--- src/rtl/pipelined_adder_if.sv ---
// Operand/result bus for pipelined_adder: valid/ready on both sides.
// The adder uses the slave view; whoever feeds it and drains results uses master.
// No state lives here.
interface pipelined_adder_if #(
    parameter int WIDTH = 32
);
    logic             in_valid;
    logic             in_ready;
    logic [WIDTH-1:0] a;
    logic [WIDTH-1:0] b;
    logic             cin;
    logic             sub;
    logic             out_valid;
    logic             out_ready;
    logic [WIDTH-1:0] s;
    logic             c;
    logic             ovf;

    modport slave (
        input  in_valid, a, b, cin, sub, out_ready,
        output in_ready, out_valid, s, c, ovf
    );

    modport master (
        output in_valid, a, b, cin, sub, out_ready,
        input  in_ready, out_valid, s, c, ovf
    );
endinterface

--- src/rtl/pipelined_adder.sv ---
// Pipelined adder/subtractor: one WIDTH/STAGES-bit slice per stage, carry rippled through registers.
// Latency STAGES edges including the accepting edge; one beat per cycle.
// Whole pipe stalls as a unit when the output is valid and not taken (in_ready = !out_valid || out_ready).
module pipelined_adder #(
    parameter int WIDTH  = 32,
    parameter int STAGES = 4,
    parameter int SAT    = 0
) (
    input  logic              clk_i,
    input  logic              rst_i,
    pipelined_adder_if.slave  bus
);
    localparam int SL   = WIDTH / STAGES;
    localparam int LAST = STAGES - 1;

    // Per-stage state: valid, carry out of this stage's slice, partial sum
    // (slices 0..k filled), operands carried forward, and the mode bit.
    logic [STAGES-1:0] vld_q, vld_d;
    logic [STAGES-1:0] c_q,   c_d;
    logic [STAGES-1:0] sub_q, sub_d;
    logic [WIDTH-1:0]  a_q  [STAGES];
    logic [WIDTH-1:0]  a_d  [STAGES];
    logic [WIDTH-1:0]  bx_q [STAGES];
    logic [WIDTH-1:0]  bx_d [STAGES];
    logic [WIDTH-1:0]  s_q  [STAGES];
    logic [WIDTH-1:0]  s_d  [STAGES];

    logic advance;
    logic carry_into_msb;
    logic [WIDTH-1:0] sat_s;

    assign advance      = !vld_q[LAST] || bus.out_ready;
    assign bus.in_ready = advance;

    for (genvar k = 0; k < STAGES; k++) begin : g_stage
        logic [WIDTH-1:0] src_a;
        logic [WIDTH-1:0] src_bx;
        logic [WIDTH-1:0] src_s;
        logic             src_c;
        logic             src_vld;
        logic             src_sub;
        logic [SL:0]      slice;

        if (k == 0) begin : g_first
            // Subtraction is A + ~B + 1; B is inverted once here and carried inverted.
            assign src_vld = bus.in_valid;
            assign src_a   = bus.a;
            assign src_bx  = bus.sub ? ~bus.b : bus.b;
            assign src_c   = bus.sub | bus.cin;
            assign src_sub = bus.sub;
            assign src_s   = '0;
        end else begin : g_next
            assign src_vld = vld_q[k-1];
            assign src_a   = a_q[k-1];
            assign src_bx  = bx_q[k-1];
            assign src_c   = c_q[k-1];
            assign src_sub = sub_q[k-1];
            assign src_s   = s_q[k-1];
        end

        assign slice = {1'b0, src_a[k*SL +: SL]} + {1'b0, src_bx[k*SL +: SL]}
                     + {{SL{1'b0}}, src_c};

        // Merge this stage's slice into the partial sum handed down the pipe.
        always_comb begin
            s_d[k]              = src_s;
            s_d[k][k*SL +: SL]  = slice[SL-1:0];
        end

        assign c_d[k]   = slice[SL];
        assign vld_d[k] = src_vld;
        assign sub_d[k] = src_sub;
        assign a_d[k]   = src_a;
        assign bx_d[k]  = src_bx;
    end

    // Stage registers: async clear, load only when the whole pipe advances.
    always_ff @(posedge clk_i or posedge rst_i) begin
        if (rst_i) begin
            vld_q <= '0;
            c_q   <= '0;
            sub_q <= '0;
            for (int k = 0; k < STAGES; k++) begin
                a_q[k]  <= '0;
                bx_q[k] <= '0;
                s_q[k]  <= '0;
            end
        end else if (advance) begin
            vld_q <= vld_d;
            c_q   <= c_d;
            sub_q <= sub_d;
            for (int k = 0; k < STAGES; k++) begin
                a_q[k]  <= a_d[k];
                bx_q[k] <= bx_d[k];
                s_q[k]  <= s_d[k];
            end
        end
    end

    // Carry into the MSB recovered from the MSB's own sum bit and operands.
    assign carry_into_msb = a_q[LAST][WIDTH-1] ^ bx_q[LAST][WIDTH-1] ^ s_q[LAST][WIDTH-1];

    // Unsigned saturation on the way out; C and OVF stay unsaturated.
    always_comb begin
        sat_s = s_q[LAST];
        if (SAT != 0) begin
            if (!sub_q[LAST] && c_q[LAST]) begin
                sat_s = '1;
            end else if (sub_q[LAST] && !c_q[LAST]) begin
                sat_s = '0;
            end
        end
    end

    assign bus.out_valid = vld_q[LAST];
    assign bus.s         = sat_s;
    assign bus.c         = c_q[LAST];
    assign bus.ovf       = carry_into_msb ^ c_q[LAST];
endmodule
--- src/flat_wrapper.sv ---
// flat-port wrapper written by rule: the top's interface ports become plain ports
module pipelined_adder_flat 
#(
    parameter int WIDTH  = 32,
    parameter int STAGES = 4,
    parameter int SAT    = 0
)
  (clk_i, rst_i, bus_in_valid, bus_a, bus_b, bus_cin, bus_sub, bus_out_ready, bus_in_ready, bus_out_valid, bus_s, bus_c, bus_ovf);
  pipelined_adder_if #(.WIDTH(WIDTH)) bus_i ();
  input  logic clk_i;
  input  logic rst_i;
  input wire logic [$bits(bus_i.in_valid)-1:0] bus_in_valid;
  input wire logic [$bits(bus_i.a)-1:0] bus_a;
  input wire logic [$bits(bus_i.b)-1:0] bus_b;
  input wire logic [$bits(bus_i.cin)-1:0] bus_cin;
  input wire logic [$bits(bus_i.sub)-1:0] bus_sub;
  input wire logic [$bits(bus_i.out_ready)-1:0] bus_out_ready;
  output wire logic [$bits(bus_i.in_ready)-1:0] bus_in_ready;
  output wire logic [$bits(bus_i.out_valid)-1:0] bus_out_valid;
  output wire logic [$bits(bus_i.s)-1:0] bus_s;
  output wire logic [$bits(bus_i.c)-1:0] bus_c;
  output wire logic [$bits(bus_i.ovf)-1:0] bus_ovf;
  assign bus_i.in_valid = bus_in_valid;
  assign bus_i.a = bus_a;
  assign bus_i.b = bus_b;
  assign bus_i.cin = bus_cin;
  assign bus_i.sub = bus_sub;
  assign bus_i.out_ready = bus_out_ready;
  assign bus_in_ready = bus_i.in_ready;
  assign bus_out_valid = bus_i.out_valid;
  assign bus_s = bus_i.s;
  assign bus_c = bus_i.c;
  assign bus_ovf = bus_i.ovf;
  pipelined_adder #(.WIDTH(WIDTH), .STAGES(STAGES), .SAT(SAT)) u_core (.clk_i(clk_i), .rst_i(rst_i), .bus(bus_i));
endmodule
--- config.mk ---
export PLATFORM = sky130hd
export DESIGN_NAME = pipelined_adder_flat
export DESIGN_NICKNAME = d
export VERILOG_FILES = /design/src/rtl/pipelined_adder_if.sv /design/src/rtl/pipelined_adder.sv /design/src/flat_wrapper.sv
export SDC_FILE = /design/constraint.sdc
export NUM_CORES = 1
export LEC_CHECK = 0
export ABC_CLOCK_PERIOD_IN_PS = 7500
export CAP_MARGIN = 40
export CORE_MARGIN = 2
export CORE_UTILIZATION = 40
export CTS_CLUSTER_SIZE = 24
export DETAILED_ROUTE_END_ITERATION = 10
export HOLD_SLACK_MARGIN = 0.12
export PLACE_DENSITY = 0.71
export SKIP_LAST_GASP = 1
export SLEW_MARGIN = 10
export SYNTH_ARGS = -nofsm -noshare
export SYNTH_HDL_FRONTEND = slang
export SYNTH_SLANG_ARGS = --single-unit
--- constraint.sdc ---
create_clock -name clk_i -period 7.5 [get_ports clk_i]
set_clock_uncertainty 0.05 [all_clocks]
set_input_delay 1.5 -clock clk_i [delete_from_list [all_inputs] [get_ports clk_i]]
set_output_delay 1.5 -clock clk_i [all_outputs]
set_load 0.03 [all_outputs]
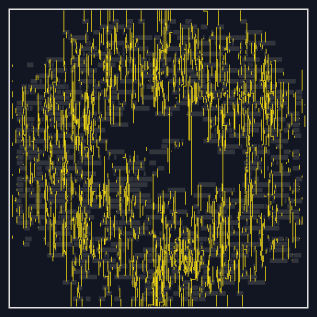
Run 1: the metal 2 layer
(2 px per µm) Cells faint in the background.
longest straight run	73.1 µm
wire length on this layer	7580 µm
share of all routed wire	46%
main direction	vertical
final routed wirelength across all metal layers: 16500 µm
number of vias after detailed routing: 6063
routing usage on met2: 25.8%

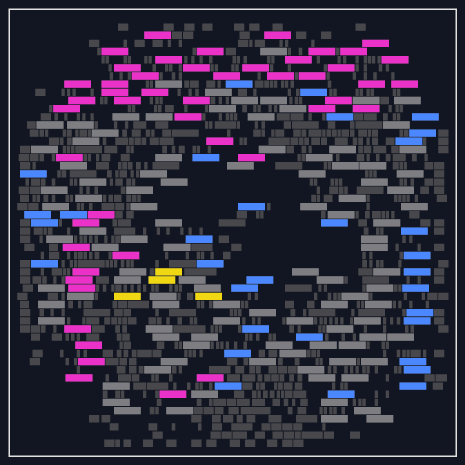
Run 1: where the registers sit
(3 px per µm)
color	name in the netlist	flops
magenta	u_core.g_stage.src_a	48
yellow	u_core.vld_q	4
blue	u_core.bus.s	32
not colored	102
register share of the cell area: 45.4%
sequential power: 1720 µW
Sequential cell area: 4650 µm²
final core utilization: 50.3%

==> metrics.csv, run 1 <==
metric;value;unit
run_status;completed;
netlist_instances;921;
tritoncts.num_buffers;17;
crit_cells;5;
gp_congestion;0.796;
reg2regPathDepth;7;
finalSetupViolations;0;
internal-power;2690;µW
synthesis.area;8350;µm²
detailed_routing_iterations_pass_1;4;
drtIter0Drc;356;
max-vdd-ir-drop;207;µV
totalNegativeSetupSlack;0;ps
setup.worst_path.end;bus_in_ready;
area.combinational;3470;µm²
worstMarginPinSlew;996;ps
power_drawn_by_the_combinational_cells;1740;µW
cp_data_arrival_time;3340;ps
cp_common_cell;clkdlybuf4s50_1;
power.share.sequential;39.4;%
clockNetworkPower;902;µW
cts_tree;done;
antenna_found_initial;0;
synth-area-yosys;8350;µm²
cts_num_sinks;186;
static-leakage-power;0.00493;µW
critical_path.startpoint;bus_out_ready;
placement.io_buffers;105;
tap_cells;270;
chipArea;22000;µm²
yosysUniqueCellTypes;29;
largestPowerGroup;combinational cells;
critical_path.n_buffers_inverters;4;
synth_area_leader_cell;dfrtp_1;
routed-wl-met3;632;µm
report.power.total;4350;µW
cpMaxStageDelayCell;clkdlybuf4s50_1;
maximum_number_of_pins_on_one_net_before_global_route_repair;220;
ys.flops;186;
layout.non_clock_buffers;111;
timing.rr.start;u_core.g_stage[3].src_bx[24];
timing.final.ws_setup;2610;ps
io_pins;106;
synth_warnings;0;
cts.hold.buffers_added;0;
routed_wire_length_per_instance;12.8;µm
drv_cap;0;
power.net_switching;1670;µW
synth_seq_share;55.7;%
regToRegEndpoint;u_core.c_q[3];
routedLengthMet1;8110;µm
track_usage;16.1;%
drc;0;
synthTopCellsByArea;dfrtp_1, nand2_1, ha_1;
rsz0062_at_grt;no;
clockRootBuffer;clkbuf_16;
antenna_cells_inserted;0;
clock_tree.htree_level_count;4;
slew_headroom;33.6;%
maxUsedRoutingLayer;met4;
p_clk_share;20.7;%
comb_area_share;33.9;%
hpwl;10600;µm
syn_area_per_cell;9.07;µm²
mostFrequentLayoutCell;nand2_1;
detail_route.vias_per_cell;4.70;
openroad.warnings;30;
fraction_of_power_consumed_by_combinational_cells;39.9;%
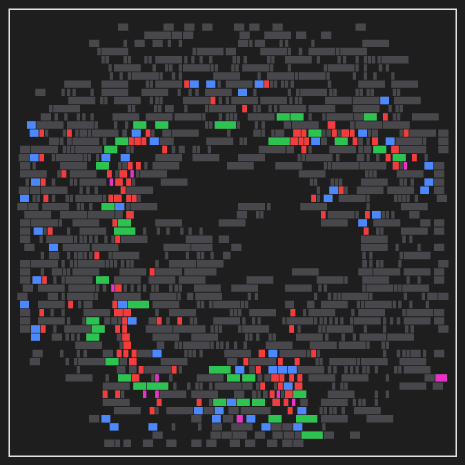
Run 1: logic cells by family
(3 px per µm)
color	family	cells
magenta	inv cells	11
blue	xor and xnor cells	51
red	aoi and oai cells	102
green	fa/ha/maj cells	36

==> run 1: Yosys cell counts <==
cell type  instances
o21ai_0           61
nor2b_4            1
inv_2              1
o31a_1             3
nand2_1          444
or3_1              2
a21oi_1           17
o311a_1            1
nand2b_1           3
dfrtp_1          186
xor2_1            23
o211ai_1           2
xnor2_1           28
a31oi_1            5
o31ai_1            2
nor2_1            14
buf_2             20
ha_1              28
clkbuf_1          24
a21o_1             6
inv_1             10
nor3_1            10
o21bai_1           4
o21a_1             2
a41oi_1            1
or2_2              2
fa_1               8
a211oi_1          10
nor2b_1            3
==> run 1: logic make-up after synthesis <==
| logic type | synth area share, % |
|---|---|
| compound gates | 7.93 |
| xor+xnor | 5.35 |
| simple gates | 22.1 |
| flops | 55.7 |
| buf+inv | 2.77 |
| fa+ha+maj | 6.11 |
==> run 2: changes to the inputs <==
--- a/config.mk
+++ b/config.mk
@@ -5,7 +5,7 @@
 export SDC_FILE = /design/constraint.sdc
 export NUM_CORES = 1
 export LEC_CHECK = 0
-export ABC_CLOCK_PERIOD_IN_PS = 7500
+export ABC_CLOCK_PERIOD_IN_PS = 4800
 export CAP_MARGIN = 40
 export CORE_MARGIN = 2
 export CORE_UTILIZATION = 40
==> constraint.sdc (replaced) <==
create_clock -name clk_i -period 4.8 [get_ports clk_i]
set_clock_uncertainty 0.05 [all_clocks]
set_input_delay 0.96 -clock clk_i [delete_from_list [all_inputs] [get_ports clk_i]]
set_output_delay 0.96 -clock clk_i [all_outputs]
set_load 0.03 [all_outputs]
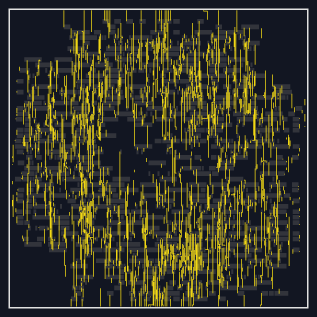
Run 2: the metal 2 layer
(2 px per µm) Cells faint in the background.
nets with wire on the layer	813
main direction	vertical
wire length on this layer	7630 µm
longest straight run	42.5 µm
share of all routed wire	45%
routing usage on met2: 25.2%
final routed wirelength across all metal layers: 16800 µm
number of vias after detailed routing: 6050

==> run 2 against run 1 <==
Combinational power is 57% higher. Highest routed layer unchanged. Cell area is the same. Largest power group unchanged. Total power is 58% higher. Utilization stayed put. Critical endpoint unchanged.
==> metrics.csv, run 2 <==
metric;value;unit;change
power.net_switching;2610;µW;was 1670 µW
synth_area_leader_cell;dfrtp_1;;unchanged
crit_cells;4;;was 5
synth-edff-count;0;;unchanged
synth-area-yosys;8350;µm²;unchanged
mostFrequentLayoutCell;nand2_1;;unchanged
finalSetupViolations;0;;unchanged
clock_tree.htree_level_count;4;;unchanged
placement.io_buffers;105;;unchanged
totalNegativeSetupSlack;0;ps;unchanged
cpMaxStageDelayCell;clkdlybuf4s50_1;;unchanged
syn_area_per_cell;9.07;µm²;unchanged
io_pins;106;;unchanged
p_clk_share;21.0;%;was 20.7%
internal-power;4260;µW;was 2690 µW
max-vdd-ir-drop;268;µV;was 207 µV
fraction_of_power_consumed_by_combinational_cells;39.9;%;about the same
detailed_routing_iterations_pass_1;4;;unchanged
hpwl;10700;µm;was 10600 µm
report.power.total;6860;µW;was 4350 µW
largest_logic_family;simple AND/OR/NAND/NOR gates;;unchanged
tritoncts.num_buffers;17;;unchanged
leading_cell_type_by_number_of_instances_after_synthesis;nand2_1;;unchanged
rsz0062_at_grt;no;;unchanged
detail_route.vias_per_cell;4.69;;was 4.70
antenna_found_initial;0;;unchanged
power.share.sequential;39.1;%;was 39.4%
synthTopCellsByArea;dfrtp_1, nand2_1, ha_1;;unchanged
cts_num_sinks;186;;unchanged
netlist_instances;921;;unchanged
asyncSetResetFlopFracSynth;100;%;unchanged
synth_seq_share;55.7;%;unchanged
gp_congestion;0.819;;was 0.796
synth_warnings;0;;unchanged
synthesis.area;8350;µm²;unchanged
synth.cells.most_frequent;nand2_1, dfrtp_1, o21ai_0;;unchanged
critical_path.n_buffers_inverters;3;;was 4
openroad.warnings;30;;unchanged
layout.area.seq;4650;µm²;unchanged
track_usage;16.2;%;was 16.1%
maxUsedRoutingLayer;met4;;unchanged
cts_tree;done;;unchanged
reg2regPathDepth;7;;unchanged
run_status;completed;;unchanged
synth_adder_area_share;6.11;%;unchanged
xor_area_share;5.35;%;unchanged
simple_gate_share;22.1;%;unchanged
final_core_utilization;50.3;%;unchanged
drc;0;;unchanged
static-leakage-power;0.00493;µW;about the same
area.combinational;3470;µm²;unchanged
drtIter0Drc;292;;was 356
ys.flops;186;;unchanged
cts.hold.buffers_added;0;;unchanged
routedLengthMet1;8210;µm;was 8110 µm
timing.rr.start;u_core.g_stage[3].src_bx[24];;unchanged
regToRegEndpoint;u_core.c_q[3];;unchanged
chipArea;22000;µm²;unchanged
yosys-mux-area-fraction;0;%;unchanged
setup.worst_path.end;bus_in_ready;;unchanged
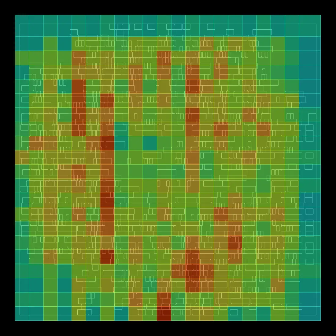
Run 2: routing congestion map
peak-usage layer in the global routing report: met2
average detailed-routed wire length per instance: 13.0 µm
global routing met3 resource utilization: 3.01%

-- run 2: cell counts after synthesis --
No cell type changed its count.
-- run 2: area by class of cell --
cell class              instances  area share (%)
clock buffers                  21            4.49
clock inverters                11            1.40
multi-input cells             680            33.9
inverters                      11           0.464
repair buffers                110            11.0
flip-flops and latches        186            45.4
well taps                     270            3.30
-- run 2: power by group through the flow --
stage | registers [µW] | logic (µW) | clock network [µW]
6_report | 2680 | 2740 | 1440
5_1_grt | 2780 | 3120 | 1540
4_1_cts | 2690 | 2780 | 1470
3_5_place_dp | 2720 | 2770 | 0
3_3_place_gp | 2690 | 2680 | 0
2_1_floorplan | 2880 | 1700 | 0
-- run 2: per-layer routing --
layer  track usage (%)  vias up
li1                  -     3110
met1              23.0     2804
met2              25.2      112
met3              3.01       24
met4              5.86        0
met5                 0        -
==> run 3: changes to the inputs <==
--- a/config.mk
+++ b/config.mk
@@ -5,14 +5,14 @@
 export SDC_FILE = /design/constraint.sdc
 export NUM_CORES = 1
 export LEC_CHECK = 0
-export ABC_CLOCK_PERIOD_IN_PS = 4800
+export ABC_CLOCK_PERIOD_IN_PS = 3150
 export CAP_MARGIN = 40
 export CORE_MARGIN = 2
 export CORE_UTILIZATION = 40
 export CTS_CLUSTER_SIZE = 24
 export DETAILED_ROUTE_END_ITERATION = 10
 export HOLD_SLACK_MARGIN = 0.12
-export PLACE_DENSITY = 0.71
+export PLACE_DENSITY = 0.73
 export SKIP_LAST_GASP = 1
 export SLEW_MARGIN = 10
 export SYNTH_ARGS = -nofsm -noshare
==> constraint.sdc (replaced) <==
create_clock -name clk_i -period 3.15 [get_ports clk_i]
set_clock_uncertainty 0.05 [all_clocks]
set_input_delay 0.63 -clock clk_i [delete_from_list [all_inputs] [get_ports clk_i]]
set_output_delay 0.63 -clock clk_i [all_outputs]
set_load 0.03 [all_outputs]
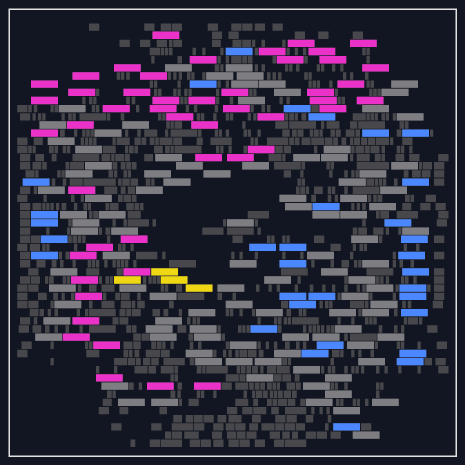
Run 3: where the registers sit
(3 px per µm)
color	name in the netlist	flops
yellow	u_core.vld_q	4
blue	u_core.bus.s	32
magenta	u_core.g_stage.src_a	48
not colored	102
sequential power: 4100 µW
register share of the cell area: 45.3%
final core utilization: 50.5%

==> run 3 against run 2 <==
Utilization rose by 0.19 points. Die area unchanged. Clock power grew 46%. Hold slack worse by 6.5 ps. Global-route usage decreased by 0.20 points. Critical endpoint is now u_core.g_stage[1].src_s[6]. Combinational power is about 50% higher. Register-to-register slack lost 1700 ps. Largest cell class unchanged.
==> metrics.csv, run 3 <==
metric;value;unit;change
bufAreaShareNonClock;11.6;%;was 11.0%
synth-edff-count;0;;unchanged
synthTopCellsByArea;dfrtp_1, nand2_1, ha_1;;unchanged
clockNetworkPower;2100;µW;was 1440 µW
static-leakage-power;0.00495;µW;was 0.00493 µW
placement.io_buffers;105;;unchanged
rsz0062_at_grt;no;;unchanged
worstMarginPinSlew;916;ps;was 1000 ps
drc;0;;unchanged
largest_cell_class;flip-flops and latches;;unchanged
cpMaxStageDelayCell;fa_1;;was clkdlybuf4s50_1
comb_cells;680;;unchanged
mostFrequentLayoutCells;nand2_1, dfrtp_1, clkdlybuf4s50_1;;unchanged
area.combinational;3470;µm²;unchanged
critical_path.cell_chain;clkdlybuf4s50_1 > or2_2 > fa_1 > fa_1 > a21oi_1 > o211ai_1 > a21oi_1 > xor2_1 > o21ai_0;;was clkdlybuf4s50_1 > nor2b_4 > inv_4 > clkdlybuf4s50_1
largestPowerGroup;combinational cells;;unchanged
drv_cap;0;;unchanged
slew_headroom;38.9;%;was 33.2%
cts.hold.buffers_added;0;;unchanged
leading_cell_type_by_number_of_instances_after_synthesis;nand2_1;;unchanged
clock_cell_area_share;5.65;%;was 5.90%
tritoncts.num_buffers;17;;unchanged
layout.non_clock_buffers;116;;was 110
antenna_found_initial;0;;unchanged
asyncSetResetFlopFracSynth;100;%;unchanged
synthesis.area;8350;µm²;unchanged
chipArea;22000;µm²;unchanged
clockRootBuffer;clkbuf_16;;unchanged
global_route.usage.met2;24.8;%;was 25.2%
grt_use_met3;3.93;%;was 3.01%
fraction_of_power_consumed_by_combinational_cells;39.9;%;about the same
gp_congestion;0.811;;was 0.819
critical_path.n_buffers_inverters;1;;was 3
cts_num_sinks;186;;unchanged
syn_area_per_cell;9.07;µm²;unchanged
hold_slack;409;ps;was 416 ps
num-clock-buffers;22;;was 21
synth_seq_share;55.7;%;unchanged
report.power.total;10300;µW;was 6860 µW
cp_data_arrival_time;2930;ps;was 2630 ps
critical_path.startpoint;bus_cin;;was bus_out_ready
nonClockInverterCount;11;;unchanged
comb_area_share;33.8;%;was 33.9%
timing.rr.start;u_core.g_stage[3].src_bx[24];;unchanged
peak_usage_layer_in_the_global_routing_report;met2;;unchanged
mostFrequentLayoutCell;nand2_1;;unchanged
tap_cells;270;;unchanged
synth-area-yosys;8350;µm²;unchanged
synth.cells.most_frequent;nand2_1, dfrtp_1, o21ai_0;;unchanged
routing_usage_on_met1;22.7;%;was 23.0%
run_status;completed;;unchanged
flop_cell;dfrtp_1;;unchanged
netlist_instances;921;;unchanged
power_drawn_by_the_combinational_cells;4120;µW;was 2740 µW
detail_route.vias_per_cell;4.70;;was 4.69
io_pins;106;;unchanged
cts_tree;done;;unchanged
routed_wire_length_per_instance;12.7;µm;was 13.0 µm
crit_cells;9;;was 4
drtIter0Drc;393;;was 292
number_of_vias_after_detailed_routing;6085;;was 6050
detailed_routing_iterations_pass_1;5;;was 4
hpwl;10800;µm;was 10700 µm
totalNegativeSetupSlack;0;ps;unchanged
ys.flops;186;;unchanged
track_usage;16.0;%;was 16.2%
internal-power;6390;µW;was 4260 µW
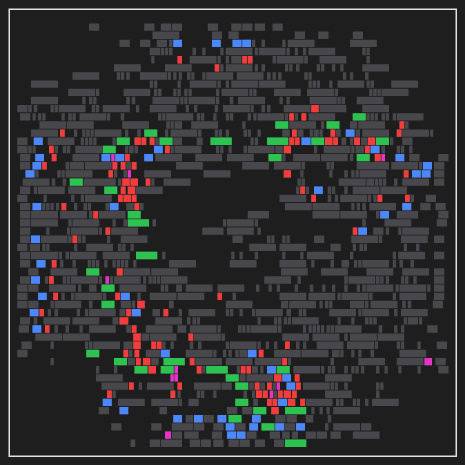
Run 3: logic cells by family
(3 px per µm)
color	family	cells
blue	xor and xnor cells	51
red	aoi and oai cells	102
magenta	inv cells	11
green	fa/ha/maj cells	36

-- run 3: cell counts after synthesis --
Identical to the previous run, type by type.
-- run 3: logic make-up (layout without fill, tap and decap cells) --
| family | Yosys count | in the layout | share of synthesized area [%] |
|---|---|---|---|
| AND/OR/NAND/NOR | 479 | 479 | 22.1 |
| flip-flops | 186 | 186 | 55.7 |
| AND-OR/OR-AND | 114 | 114 | 7.93 |
| buffers and inverters | 55 | 159 | 2.77 |
| XOR/XNOR | 51 | 51 | 5.35 |
| adder cells (fa/ha/maj) | 36 | 36 | 6.11 |
-- run 3: routing by layer --
layer	up-vias	routed length (µm)
met5	-	0
met4	0	103
met3	8	644
met2	106	7660
met1	2849	8050
li1	3122	-
Power and IR drop assume default switching activity.
